--- src/rtl/store_narrow.sv ---
// store_narrow: narrow (byte/half/word) store engine driving a 32-bit word memory port.
// Latency: 2 cycles accept->done (ack in first WR cycle); 3 cycles for RMW byte/half.
// Backpressure: req_ready only in IDLE; mem strobes held until mem_ack; misaligned requests fault in IDLE.
//
// Ports:
//   clk, rst_n                 clock, asynchronous active-low reset
//   req_valid/req_ready        store request handshake
//   req_addr, req_data         byte address and register value (low bits significant)
//   req_size                   00 byte, 01 half, 10 word, 11 reserved (always faults)
//   mem_addr                   word address, bits [1:0] forced to 0
//   mem_we, mem_re             write / read strobes, held until mem_ack
//   mem_wdata, mem_be          write data and byte enables (lane k = bits 8k+7:8k)
//   mem_rdata, mem_ack         read data and completion
//   done, misalign             one-cycle completion / fault pulses
//
// Build option: define STORE_RMW_EN to target memory without byte enables.
// Byte and half stores then read the word first and write it back merged,
// and mem_be is always 4'b1111 during a write.

module store_narrow #(
  parameter int ADDR_W = 32
) (
  input  logic              clk,
  input  logic              rst_n,
  input  logic              req_valid,
  output logic              req_ready,
  input  logic [ADDR_W-1:0] req_addr,
  input  logic [31:0]       req_data,
  input  logic [1:0]        req_size,
  output logic [ADDR_W-1:0] mem_addr,
  output logic              mem_we,
  output logic              mem_re,
  output logic [31:0]       mem_wdata,
  output logic [3:0]        mem_be,
  input  logic [31:0]       mem_rdata,
  input  logic              mem_ack,
  output logic              done,
  output logic              misalign
);

`ifdef STORE_RMW_EN
  localparam bit RMW_EN = 1'b1;
`else
  localparam bit RMW_EN = 1'b0;
`endif

  typedef enum logic [1:0] {
    IDLE = 2'd0,
    RD   = 2'd1,
    WR   = 2'd2
  } state_t;

  state_t              state_q, state_d;
  logic [ADDR_W-3:0]   waddr_q, waddr_d;   // word address only; byte offset lives in lane_q
  logic [31:0]         wdata_q, wdata_d;
  logic [3:0]          lane_q,  lane_d;    // lanes actually being stored
  logic                done_q,  done_d;
  logic                mis_q,   mis_d;

  logic                req_misaligned;
  logic [31:0]         place_data;
  logic [3:0]          place_lane;
  logic [31:0]         merged_data;

  // Alignment check and lane placement of the incoming request.
  always_comb begin
    req_misaligned = 1'b0;
    place_data     = req_data;
    place_lane     = 4'b1111;
    case (req_size)
      2'b00: begin
        place_data = {4{req_data[7:0]}};
        place_lane = 4'b0001 << req_addr[1:0];
      end
      2'b01: begin
        req_misaligned = req_addr[0];
        place_data     = {2{req_data[15:0]}};
        place_lane     = req_addr[1] ? 4'b1100 : 4'b0011;
      end
      2'b10: begin
        req_misaligned = |req_addr[1:0];
      end
      default: begin
        req_misaligned = 1'b1;
      end
    endcase
  end

  // Read-modify-write merge: stored lanes come from wdata_q, the rest from memory.
  always_comb begin
    merged_data = '0;
    for (int k = 0; k < 4; k++) begin
      merged_data[8*k +: 8] = lane_q[k] ? wdata_q[8*k +: 8] : mem_rdata[8*k +: 8];
    end
  end

  // State register.
  always_ff @(posedge clk or negedge rst_n) begin
    if (!rst_n) begin
      state_q <= IDLE;
      waddr_q <= '0;
      wdata_q <= '0;
      lane_q  <= '0;
      done_q  <= 1'b0;
      mis_q   <= 1'b0;
    end else begin
      state_q <= state_d;
      waddr_q <= waddr_d;
      wdata_q <= wdata_d;
      lane_q  <= lane_d;
      done_q  <= done_d;
      mis_q   <= mis_d;
    end
  end

  // Next-state logic.
  always_comb begin
    state_d = state_q;
    waddr_d = waddr_q;
    wdata_d = wdata_q;
    lane_d  = lane_q;
    done_d  = 1'b0;
    mis_d   = 1'b0;
    case (state_q)
      IDLE: begin
        // mem_ack is deliberately not looked at here: a stray ack is ignored.
        if (req_valid) begin
          if (req_misaligned) begin
            mis_d = 1'b1;
          end else begin
            waddr_d = req_addr[ADDR_W-1:2];
            wdata_d = place_data;
            lane_d  = place_lane;
            // Word stores overwrite every lane, so they never need the read.
            state_d = (RMW_EN && (req_size != 2'b10)) ? RD : WR;
          end
        end
      end
      RD: begin
        if (mem_ack) begin
          wdata_d = merged_data;
          state_d = WR;
        end
      end
      WR: begin
        if (mem_ack) begin
          state_d = IDLE;
          done_d  = 1'b1;
        end
      end
      default: begin
        state_d = IDLE;
      end
    endcase
  end

  // Outputs: all decoded from registered state so reset clears them immediately.
  always_comb begin
    req_ready = (state_q == IDLE);
    mem_we    = (state_q == WR);
    mem_re    = (state_q == RD);
    mem_addr  = (state_q == IDLE) ? '0 : {waddr_q, 2'b00};
    mem_wdata = (state_q == WR) ? wdata_q : 32'h0;
    mem_be    = (state_q == WR) ? (RMW_EN ? 4'b1111 : lane_q) : 4'b0000;
    done      = done_q;
    misalign  = mis_q;
  end

endmodule

--- config.mk ---
export PLATFORM = sky130hd
export DESIGN_NAME = store_narrow
export DESIGN_NICKNAME = d
export VERILOG_FILES = /design/src/rtl/store_narrow.sv
export SDC_FILE = /design/constraint.sdc
export NUM_CORES = 1
export LEC_CHECK = 0
export CORE_MARGIN = 2
export CORE_UTILIZATION = 43
export DETAILED_ROUTE_END_ITERATION = 8
export GPL_TIMING_DRIVEN = 0
export PLACE_DENSITY = 0.86
export RECOVER_POWER = 50
export SKIP_LAST_GASP = 1
export SYNTH_ARGS = -nofsm -noshare
export SYNTH_HDL_FRONTEND = slang
export SYNTH_SLANG_ARGS = --single-unit
export TNS_END_PERCENT = 100
--- constraint.sdc ---
create_clock -name clk -period 2.2 [get_ports clk]
set_input_delay 0.44 -clock clk [delete_from_list [all_inputs] [get_ports clk]]
set_output_delay 0.44 -clock clk [all_outputs]
set_load 0.05 [all_outputs]
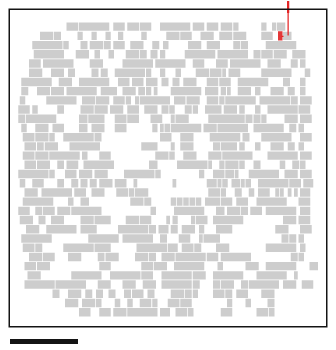
Fig. 1. Wires at chosen ports, followed through buffers (run 1).
Bar = 20 µm.
Key: red = mem_re [direction output, edge top, end cells 1, buffers 1, wire 7.70 µm]
Top-Level Pins: 175
count of buffers from port buffering: 139

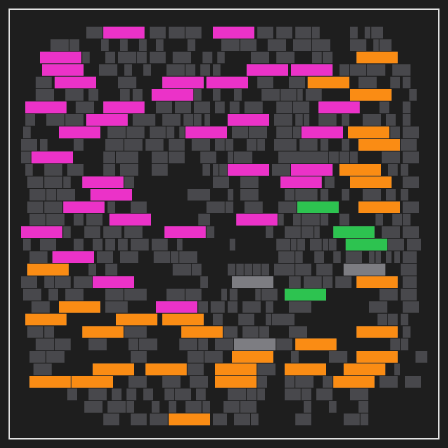
Fig. 2. Sequential cells grouped by signal name (run 1).
Key: green = lane_q [sequential cells 4, where right middle]; orange = waddr_q [sequential cells 30]; magenta = wdata_q [sequential cells 32]
Another 3 sequential cells are not colored.
area taken by flip-flops and latches: 1730 µm²
Sequential Power: 0.00174 W
final standard cell utilization of the core: 0.635
Seq area share: 0.352

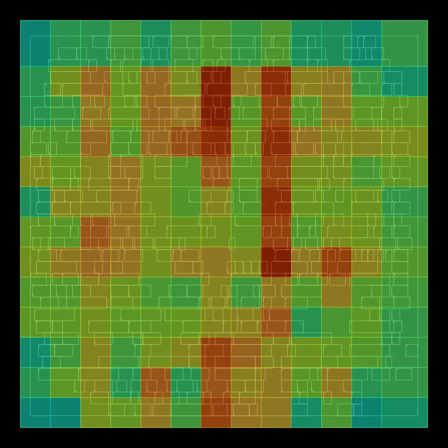
Fig. 3. Routing congestion (run 1).
DR WL/cell: 16.2 µm
global-route layer with the greatest usage: met2
GR Layer Usage met3: 0.0427

==> notes.md, run 1 <==
Implementation results

The largest registers in the layout are wdata_q x32, waddr_q x30, lane_q x4. The critical path depth is 4. The final timing report lists a hold violation count of 0. The setup TNS is 0 ns. The capture instance of the worst register-to-register path is wdata_q[18]$_DFFE_PN0P_.

In this run the cell area of the synthesized design comes to 3430 µm². Of the total standard cell area in the layout, the multi-input combinational portion is 0.321. The power report attributes to the sequential group a share of 0.396. Counting every instance in the synthesized netlist gives 280. The core box area is 7730 µm². The overall overflow remaining after global route is 0. The library cell with the largest summed area after synthesis is sky130_fd_sc_hd__dfrtp_1. For met2 alone, demand over resource in global routing was 0.357.

The count of library flops with an enable pin is 0. The flip-flop and latch count after synthesis is 69. The leakage dissipation is 2.28 nW. The largest fanout on the critical path is 10.

After synthesis, the mean cell area works out to 12.3 µm². The number of cells in Yosys stat is 280. Post-synthesis, Yosys gives the total cell area as 3430 µm². The critical path endpoint has a required time of 1.76 ns.

Summed over all nets, the switching power comes to 0.00164 W. The repair_antennas step left the layout with diodes totalling 0. The final cycle utilization of the critical path is 0.971. The worst VDD IR drop from the latest analysis is 0.504 mV. For reference, the critical path cell chain is buf_2 > clkbuf_4 > and2_1 > clkdlybuf4s18_2. Endpoints with negative setup slack in the final report add up to 0. The pin count of the biggest net entering global routing is 70.

Pins over their slew limit in the final report were tallied at 70. The launch instance of the worst register-to-register path is state_q[1]$_DFFE_PN0P_. The floorplan has 32 rows. The normalized max-slew margin is -0.138.

The startpoint identified for the worst hold timing path is wdata_q[21]$_DFFE_PN0P_. The total via count in the routed design is 2624. The number of antenna violations at the first check in global routing came to 0. Clock latency on the worst-skew pair, taken at its later pin, is 0.34 ns. The count of placed standard cells in the final layout, fillers left out is 539. The multi-input combinational cells in the finished layout cover a total of 1580 µm². The first global-routing pass estimated 13700 µm of wire. The horizontal die dimension reported for this design is 93.3 µm.

The clock transition at the registers of the reported paths is 0.07 ns. Among all cell classes, the greatest summed area belongs to flip-flops and latches. The clock distribution power is 0.00103 W. In the power breakdown, the internal column shows 0.00276 W. The detailed router reported a total wirelength of 8710 µm. The CTS sink count is 69. CTS built an H-tree with a depth of 3. According to the tapcell log, the count of inserted taps is 102.

The pin closest to its max-slew limit shows a slew of 1.71 ns. The area growth from synthesis to layout is 43.0%. The topmost layer with routed signal wires is met4. There are 69 flip-flops and latches.

The critical path launch point type is a flip-flop. The share of flip-flops with an asynchronous set or reset after synthesis is 1.00. The proportion of netlist area held by the largest area contributor is 0.503. The TritonCTS clock tree is yes. TritonRoute reported its final design rule violation total as 0.

The worst register-to-register path has a depth of 5. Of the synthesized area, sequential elements account for 0.503. Counting the warning lines in the Yosys log gives 0. The max-capacitance violation count is 1. Once iteration 0 of detailed routing completed, the report listed 73 DRC markers. The half-perimeter wire length of the detailed placement result is 6490 µm. The number of optimization iterations in the first detailed-route pass is 4.

The detail route stage leaves a number of antenna-violating nets equal to 0. For met1 alone, demand over resource in global routing was 0.255. The flip-flop count of the largest register after layout is 32. The largest delay contributor family on the critical path is buffers and inverters. The final weighted congestion recorded by global placement is 0.781. The worst min-delay path category is flip-flop to flip-flop. The post-detailed-route via-to-cell ratio is 4.87.

In this design, the stage delay of the slowest critical-path cell is 0.40 ns. The most frequent logic cell in the layout is sky130_fd_sc_hd__clkdlybuf4s50_1. The group with the largest share of power is sequential cells. The combinational group power is 0.00163 W. The flow ran to the end, but the final reports show violations. The largest individual stage delay along the critical path comes from the cell sky130_fd_sc_hd__dfrtp_1. The routed metal-1 wire length is 3620 µm.

The cell total after placement is 523. The checks that failed: capacitance limit, slew limit. The clock tree root buffer cell is sky130_fd_sc_hd__clkbuf_8. In the hold timing report, the worst path depth is 1.

Per the repair_timing log after CTS, setup buffers inserted total 0. Looking at the hold checks, the worst path lands on wdata_q[21]$_DFFE_PN0P_. After layout, the buffer instance count without clock buffers stands at 160.

The global router's overall resource usage is 0.206. At the placement stage, the worst setup path has a slack of -0.404 ns. The critical path is of the flip-flop to output pin type. The layout net count is 534. The chip height is 93.3 µm.

The fraction of cell area in non-clock buffers is 0.257.
==> run 1: kinds of logic (layout without fill, tap and decap cells) <==
kind of cell	Yosys count	count (layout)	share of synthesized area
DFF	69	69	0.503
AOI/OAI and AO/OA	15	15	0.0255
other	1	3	0.00109
and+or+nand+nor	80	80	0.139
muxes	90	90	0.292
buffers and inverters	25	180	0.0394
==> run 1: metrics by stage <==
stage	hold WS, ns	instance area (µm²)	total power (W)
after floorplan	0.144	3440	0.00289
after global placement	0.466	4960	0.00349
after detailed placement	0.473	4950	0.00355
after CTS	0.248	5070	0.00450
after global routing	0.502	4900	0.00462
final	0.485	4900	0.00440
==> run 1: worst register-to-register path, delay by kind of cell, from the launching register on <==
kind,cells,cell delay (ns)
AND-OR/OR-AND,1,0.12
multiplexers,1,0.34
flip-flops,1,0.40
buffers and inverters,3,0.67
--- run 2 (diff from run 1) ---
--- a/config.mk
+++ b/config.mk
@@ -5,11 +5,13 @@
 export SDC_FILE = /design/constraint.sdc
 export NUM_CORES = 1
 export LEC_CHECK = 0
+export CELL_PAD_IN_SITES_DETAIL_PLACEMENT = 1
+export CELL_PAD_IN_SITES_GLOBAL_PLACEMENT = 2
 export CORE_MARGIN = 2
-export CORE_UTILIZATION = 43
+export CORE_UTILIZATION = 26
 export DETAILED_ROUTE_END_ITERATION = 8
 export GPL_TIMING_DRIVEN = 0
-export PLACE_DENSITY = 0.86
+export PLACE_DENSITY_LB_ADDON = 0.1
 export RECOVER_POWER = 50
 export SKIP_LAST_GASP = 1
 export SYNTH_ARGS = -nofsm -noshare
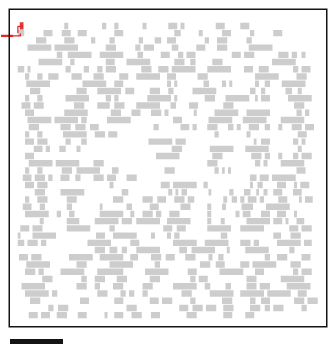
Fig. 4. Wires at chosen ports, followed through buffers (run 2).
Bar = 20 µm.
Key: red = mem_re [direction output, edge left, end cells 1, buffers 1, wire 8.50 µm]

==> run 2 against run 1 <==
  * The run still ends with capacitance limit, slew limit left
  * Register-to-register slack got worse by 0.10 ns
  * Worst setup slack improved by 0.019 ns
  * Sequential power about the same
  * Non-clock buffer count up 1
  * Global-route usage fell by 5.0 points
  * Clock-buffer cell count rose by 2
  * Power up 7.7%
  * Clock power up 28%
  * Clock skew fell by 0.0064 ns
  * Final area rose by 5.7%
  * Combinational power increased by 3%
  * Critical endpoint is now mem_addr[2]
  * Largest cell class unchanged
  * Largest power group unchanged
==> notes.md, run 2 <==
Implementation results

The wire length of the first global-routing pass is 16700 µm (+22%). The routed metal-1 wire length is 4470 µm (+23%). The remaining antenna violation count after routing was 0 (unchanged). The area growth from synthesis to layout is 51.1%. The synthesized netlist contains 20 unique library cells.

Signal routing reaches up to met4. The number of DRC violations after detailed routing is 0 (unchanged). The critical path depth came to 3 (-1). The tally of yosys warning messages is 0 (unchanged). The number of antenna repair diodes came to 0 (unchanged). The cell sequence reported for the critical path is clkbuf_4 > and2_1 > dlygate4sd2_1.

The number of H-tree levels is 3 (unchanged). The synthesized cell area is 3430 µm² (unchanged). The largest fanout on the critical path was 10 (unchanged). The post-synthesis chip area from yosys is 3430 µm² (unchanged).

The internal power summed over all cells is 0.00306 W (+11%). The I/O pin total came to 175 (unchanged). The peak-usage layer in the global routing report is met2.

The sequential-cell power consumption is 0.00174 W (about the same). The weighted congestion at the end of routability-driven global placement is 0.729 (-6.6%). The CTS sink count is 69 (unchanged). The leakage dissipation is 2.33 nW (+2.3%). The checks that failed: capacitance limit, slew limit.

The count of placed standard cells in the final layout, fillers left out is 608 (+13%). The cell total after placement was 594 (+14%). The maximum ir drop on the vdd rail is 0.336 mV (-33%). On the critical path, the stage with the largest delay is an instance of sky130_fd_sc_hd__dlygate4sd2_1. The number of failing hold endpoints at the final stage is 0 (unchanged).

The proportion of netlist area held by the largest area contributor is 0.503 (unchanged). The worst min-delay path category is flip-flop to flip-flop. The number of optimization iterations in the first detailed-route pass is 4 (unchanged). The sequential power share came to 0.368 (-0.028).

The layout net count is 535 (+0.19%). TritonCTS built the clock tree. The net switching component of the power is 0.00169 W (+2.8%). The max-capacitance violation count is 1 (unchanged).

The final cycle utilization of the critical path is 0.962 (-0.00882). For the worst setup path, the data arrival time is 1.68 ns. The number of port buffers was 139 (unchanged).

The clock transition at the registers of the reported paths is 0.05 ns (-0.02 ns). The x dimension of the die was 119 µm (+27%). The placement-stage worst setup slack is -0.562 ns (-0.158 ns).

The count of library flops with an enable pin is 0 (unchanged). The gate count of the mapped netlist is 280 (unchanged). The fraction of the yosys area taken by sequential cells came to 0.503 (unchanged). The overall overflow remaining after global route is 0 (unchanged). The global-route track usage on met2 is 0.261 (-0.0965).

Leaving out fill and tap cells, the most frequent cell in the layout is sky130_fd_sc_hd__clkdlybuf4s50_1. The area taken by flip-flops and latches is 1730 µm² (unchanged). The routing usage on met1 was 0.192 (-0.0635). The clock insertion delay at the later pin of the skew report is 0.33 ns (about the same). In this run the clock root is driven by a sky130_fd_sc_hd__clkbuf_16. The share of flip-flops with an asynchronous set or reset after synthesis is 1.00 (unchanged). The actual transition at the worst max-transition pin is 1.74 ns (+0.0292 ns).

The post-detailed-route via-to-cell ratio came to 4.29 (-12%). The cell count of the worst hold path came to 1 (unchanged). The number of standard-cell rows in the floorplan came to 41 (+28%). Of all power groups, the one with the highest power is sequential cells. The launch instance of the worst register-to-register path is state_q[1]$_DFFE_PN0P_. The final-report max-slew violation count came to 29 (-59%). Grouping stages by cell kind, the critical path spends the most delay in buffers and inverters. The final setup violation count is 0 (unchanged). The power consumption is 0.00474 W (+7.7%).

The clock distribution power came to 0.00132 W (+28%). The biggest cell delay along the critical path is 0.53 ns (+0.13 ns). The average instance area after synthesis is 12.3 µm² (unchanged).

The normalized max-slew margin came to -0.157 (-0.0195). The number of cells in Yosys stat is 280 (unchanged). The worst reg2reg path depth is 5 (unchanged). The post-layout instance area is 5180 µm² (+5.7%). The required time at the endpoint of the critical path is 1.76 ns (about the same). The global router's overall resource usage is 0.156 (-0.0500).

STA classifies the critical path startpoint as a flip-flop. The flow ran to the end, but the final reports show violations. The number of antenna violations at the first check in global routing is 0 (unchanged). The multi-input combinational cell area is 1580 µm² (+0.16%). The flip-flop and latch count after synthesis is 69 (unchanged). The hold path startpoint is lane_q[1]$_DFFE_PN0P_. The library cell with the largest summed area after synthesis is sky130_fd_sc_hd__dfrtp_1. STA lists the endpoint of the worst register-to-register path as wdata_q[0]$_DFFE_PN0P_. The violation tally from detailed-route iteration zero is 52 (-29%). The met3 capacity usage during global routing is 0.0417 (-0.00104). The final routed wire length divided by cell count was 16.9 µm (+4.9%).
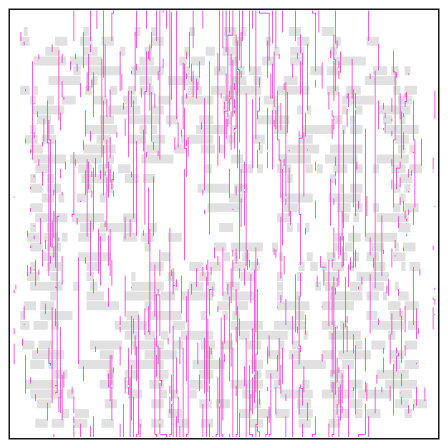
Fig. 5. Signal wires on met2 (run 2).
Cells faint in the background.
The longest straight run is 60.2 µm. 453 nets have wire on it.
sum of routed wire length over all layers: 10300 µm
total number of vias: 2608

[run 2: layout make-up]
cell class / count / share of cell area
buffer: 21 / 0.0263
clock inverter: 2 / 0.00193
inverter: 4 / 0.00290
timing repair buffer: 140 / 0.240
tap: 172 / 0.0415
sequential: 69 / 0.333
clock buffer: 12 / 0.0495
multi-input combinational: 188 / 0.305
[run 2: per-stage QoR]
step                      hold slack (ns)  TNS, ns   util
after global routing                0.502        0  0.406
after floorplan                     0.144   -0.109      -
final                               0.480        0  0.406
after detailed placement            0.410   -26.85  0.397
after global placement              0.466  -168.50  0.395
after CTS                          0.0565  -0.0345  0.405
[run 2: logic make-up after synthesis]
kind of cell	share of synthesized area
AND-OR/OR-AND	0.0255
buffers and inverters	0.0394
flip-flops	0.503
multiplexers	0.292
other	0.00109
AND/OR/NAND/NOR	0.139
--- run 3 (diff from run 2) ---
==> constraint.sdc (replaced) <==
create_clock -name clk -period 2.2 [get_ports clk]
set_input_delay 0.22 -clock clk [delete_from_list [all_inputs] [get_ports clk]]
set_output_delay 0.22 -clock clk [all_outputs]
set_load 0.05 [all_outputs]
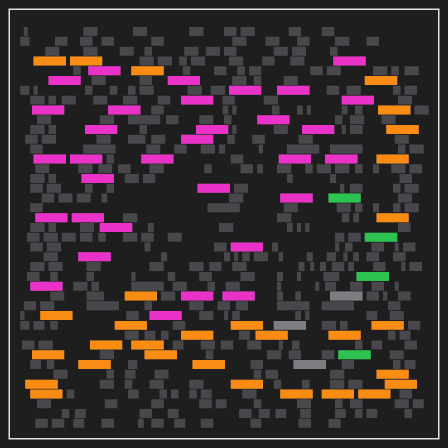
Fig. 6. Sequential cells grouped by signal name (run 3).
Key: orange = waddr_q [sequential cells 30, where all over the die]; magenta = wdata_q [sequential cells 32]; green = lane_q [sequential cells 4, where right middle]
Another 3 sequential cells are not colored.
final standard cell utilization of the core: 0.417
Seq area share: 0.324

==> run 3 against run 2 <==
  * The flow now finishes without violations
  * Synthesized area is the same
  * Combinational power about the same
  * Hold slack barely moved
  * Wire length rose by 0.66%
  * Clock-buffer cell count stayed put
  * Worst setup slack better by 0.062 ns
  * Via count grew 0.12%
  * Die area unchanged
  * Power increased by 0.60%
  * Largest power group unchanged
  * Highest routed layer unchanged
==> notes.md, run 3 <==
Implementation results

The number of different library cells in the post-synthesis netlist is 20 (unchanged). The detailed-route wire length is 10400 µm (+0.66%). The met3 capacity usage during global routing came to 0.0402 (-0.00144).

The kind of end point of the critical path is a flip-flop. The cell count of the worst hold path is 1 (unchanged). The number of cells in Yosys stat is 280 (unchanged). The overall overflow remaining after global route is 0 (unchanged).

The max-capacitance violation count came to 0 (-1). The layout summary lists the proportion of cells stronger than drive strength 1 as 0.277. Setup slack on the worst reg-to-reg path comes out at 0.31 ns. The fraction of cell area in non-clock buffers is 0.286 (+0.0196). The via count of the first global-routing pass is 2947. The actual transition at the worst max-transition pin is 0.919 ns (-0.816 ns).

The wire length of the first global-routing pass is 16700 µm (about the same). The arrival time at the worst endpoint was 2.26 ns (+0.58 ns). Together, buffers and inverters on the worst path number 2.

The weighted congestion at the end of routability-driven global placement is 0.729 (unchanged). The worst reg2reg path depth came to 4 (-1). The flip-flop and latch count after synthesis came to 69 (unchanged). According to the timing report, the critical path is launched from req_size[0]. In the synthesized netlist the dominant register cell turns out to be sky130_fd_sc_hd__dfrtp_1. The share of flip-flops with an asynchronous set or reset after synthesis was 1.00 (unchanged).

The last element of the critical path is wdata_q[1]$_DFFE_PN0P_. The number of port buffers is 139 (unchanged). The number of non-clock inverters is 4 (unchanged). The proportion of netlist area held by the largest area contributor was 0.503 (unchanged). Combinational cells consume a total of 0.00171 W. The power consumption is 0.00477 W (+0.60%). The routed design uses 5090 µm of met2 wire. The proportion of power drawn by the clock network is 0.277. According to the dpl log, the detail-placed design has an HPWL of 7460 µm.

The clock buffer and inverter area fraction after layout is 0.0501 (-0.00134). For the worst reg-to-reg path, the endpoint reported by OpenROAD is wdata_q[1]$_DFFE_PN0P_. The post-detailed-route via-to-cell ratio was 4.29 (about the same).

The post-layout instance area is 5320 µm² (+2.7%). The total via count in the routed design is 2611 (+0.12%). The clock distribution power is 0.00132 W (about the same). The number of antenna repair diodes is 0 (unchanged). Entering global routing, the biggest net connects 42 pins. The CTS report gives the tree buffer count as 9. The normalized max-slew margin came to 0.385 (+0.542). In this run the power density over the cells is 897 nW/µm². The clock insertion delay at the later pin of the skew report was 0.33 ns (about the same).

The I/O pin total is 175 (unchanged). The combinational share of cell area is 0.296 (-0.00842). The sequential-cell power consumption is 0.00174 W (about the same). The launch instance of the worst register-to-register path is state_q[1]$_DFFE_PN0P_. The area growth from synthesis to layout is 55.1%. The synthesized cell area came to 3430 µm² (unchanged). Setup repair after global routing left no endpoint under its margin. The fraction of the yosys area taken by sequential cells is 0.503 (unchanged). The number of optimization iterations in the first detailed-route pass was 3 (-1). After floorplanning, the core was sized to cover 12800 µm². The largest register by flop count is wdata_q.

The final setup violation count was 0 (unchanged). The critical path launch point type is an input pin. The clock buffer count in the final layout is 12 (unchanged). The internal power summed over all cells is 0.00308 W (+0.95%). The number of signal-net buffers in the layout is 162 (+0.62%). The clock transition at the registers of the reported paths is 0.05 ns (about the same).

Leaving out fill and tap cells, the most frequent cells in the layout are 73 x sky130_fd_sc_hd__clkdlybuf4s50_1, 69 x sky130_fd_sc_hd__dfrtp_1, 65 x sky130_fd_sc_hd__and2_1. The TritonCTS clock tree is yes. The initial core utilization is 0.269. STA shows the worst min-delay path finishing at lane_q[1]$_DFFE_PN0P_. The master of the slowest instance on the critical path is sky130_fd_sc_hd__clkbuf_1.

The largest cell class by area is flip-flops and latches. The type of the worst setup path is input pin to flip-flop. The number of failing hold endpoints at the final stage was 0 (unchanged). The gate count of the mapped netlist came to 280 (unchanged). The CTS sink count is 69 (unchanged). The total die size is 14100 µm². The multi-input combinational cell area was 1580 µm² (-0.16%).

The upper clock frequency limit is 487 MHz. The critical path depth is 5 (+2). The clock tree root buffer cell is sky130_fd_sc_hd__clkbuf_16. The hold path startpoint is lane_q[1]$_DFFE_PN0P_. The highest metal layer carrying signal wires in the routed design is met4.

The final cycle utilization of the critical path is 0.933 (-0.0283). The peak-usage layer in the global routing report is met2. The minimum clock period is 2.05 ns. The dominant power group in this design is sequential cells. Of the total power, the share spent switching nets is 0.354. The net switching component of the power is 0.00169 W (about the same). The number of DRC violations after detailed routing came to 0 (unchanged). The maximum count of clock buffers along a single path is 2. Per the detail_route log, met3 wirelength is 454 µm. The report lists the cells along the critical path as dlygate4sd3_1 > a21oi_1 > o211ai_2 > clkbuf_1 > mux2_2.

The total of fill cells in the finished design is 1400. Among logic cells in the layout, the one with the most instances is sky130_fd_sc_hd__clkdlybuf4s50_1. The layout net count was 536 (+0.19%). In the final layout, the registers with the most flip-flops are wdata_q x32, waddr_q x30, lane_q x4. The x dimension of the die is 119 µm (unchanged). The count of sequential standard cells is 69 (unchanged).

The worst-case hold slack is 0.480 ns (-0.0000480 ns). The chip height is 119 µm. The required time at the endpoint of the critical path is 2.41 ns (+0.65 ns). The area taken by flip-flops and latches came to 1730 µm² (unchanged). The sequential power share came to 0.365 (-0.003).

The run finished with clean final reports. The tally of yosys warning messages is 0 (unchanged). The post-placement cell area is 5070 µm².

The placement-stage worst setup slack is -0.342 ns (+0.220 ns). The largest delay contributor family on the critical path is buffers and inverters. Ranked by instance count, the synthesized netlist is headed by 69 x sky130_fd_sc_hd__dfrtp_1, 65 x sky130_fd_sc_hd__and2_1, 50 x sky130_fd_sc_hd__mux2_2. The maximum ir drop on the vdd rail is 0.339 mV (+1.1%). The remaining antenna violation count after routing is 0 (unchanged).

The setup TNS is 0 ns (unchanged). The leakage dissipation is 2.34 nW (+0.28%). The cell total after placement is 594 (unchanged). The post-synthesis chip area from yosys came to 3430 µm² (unchanged). The most common cell in the synthesized netlist is sky130_fd_sc_hd__dfrtp_1. Ranked by total cell area, the synthesized netlist is headed by sky130_fd_sc_hd__dfrtp_1 50%, sky130_fd_sc_hd__mux2_2 16%, sky130_fd_sc_hd__and2_1 12%. The count of library flops with an enable pin was 0 (unchanged).

The number of antenna violations at the first check in global routing was 0 (unchanged). The final-report max-slew violation count is 0 (-100%). The worst min-delay path category is flip-flop to flip-flop. The register with the most flip-flops in the layout has 32 of them.

The count of placed standard cells in the final layout, fillers left out is 609 (+0.16%). The number of warnings in the stage logs is 59. The violation tally from detailed-route iteration zero is 29 (-44%). Setup slack closes at 0.146 ns.

The number of standard-cell rows in the floorplan is 41 (unchanged). The routed metal-1 wire length is 4600 µm (+2.9%). The largest fanout on the critical path is 10 (unchanged). The power report attributes to the combinational group a share of 0.358. The biggest cell delay along the critical path came to 0.65 ns (+0.12 ns). The multi-input logic cell count is 188 (unchanged). Sorting the Yosys area breakdown by cell type puts at the top sky130_fd_sc_hd__dfrtp_1. The average instance area after synthesis came to 12.3 µm² (unchanged). The number of H-tree levels was 3 (unchanged). The setup clock skew after layout is 0.00272 ns. The count of inserted tapcells is 172 (unchanged).
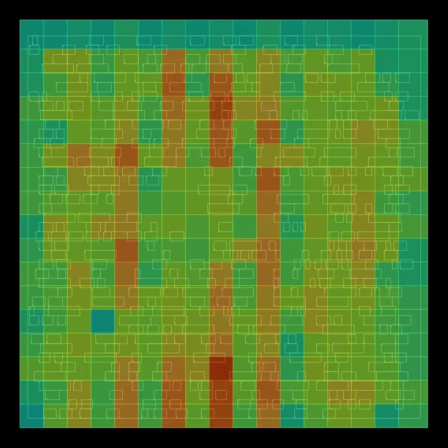
Fig. 7. Routing congestion (run 3).
global-route track usage on met2: 0.259
Global Route met1 Usage: 0.194
total global routing track utilization: 0.156
DR WL/cell: 17.0 µm

==> run 3: cell counts after synthesis <==
Identical to the previous run, type by type.
==> run 3: timing repair <==
item                                   CTS  global route
endpoints found under the hold margin   28             0
gates resized                          144             7
setup buffers                            0             0
setup endpoints to repair               64            10
hold buffers                             1             0
==> run 3: kinds of logic (layout without fill, tap and decap cells) <==
| group | after synthesis | after routing | synth area share |
|---|---|---|---|
| muxes | 90 | 90 | 0.292 |
| and+or+nand+nor | 80 | 80 | 0.139 |
| DFF | 69 | 69 | 0.503 |
| buffers and inverters | 25 | 180 | 0.0394 |
| AOI/OAI and AO/OA | 15 | 15 | 0.0255 |
| other | 1 | 3 | 0.00109 |
Power is estimated from default activity; no workload was simulated.
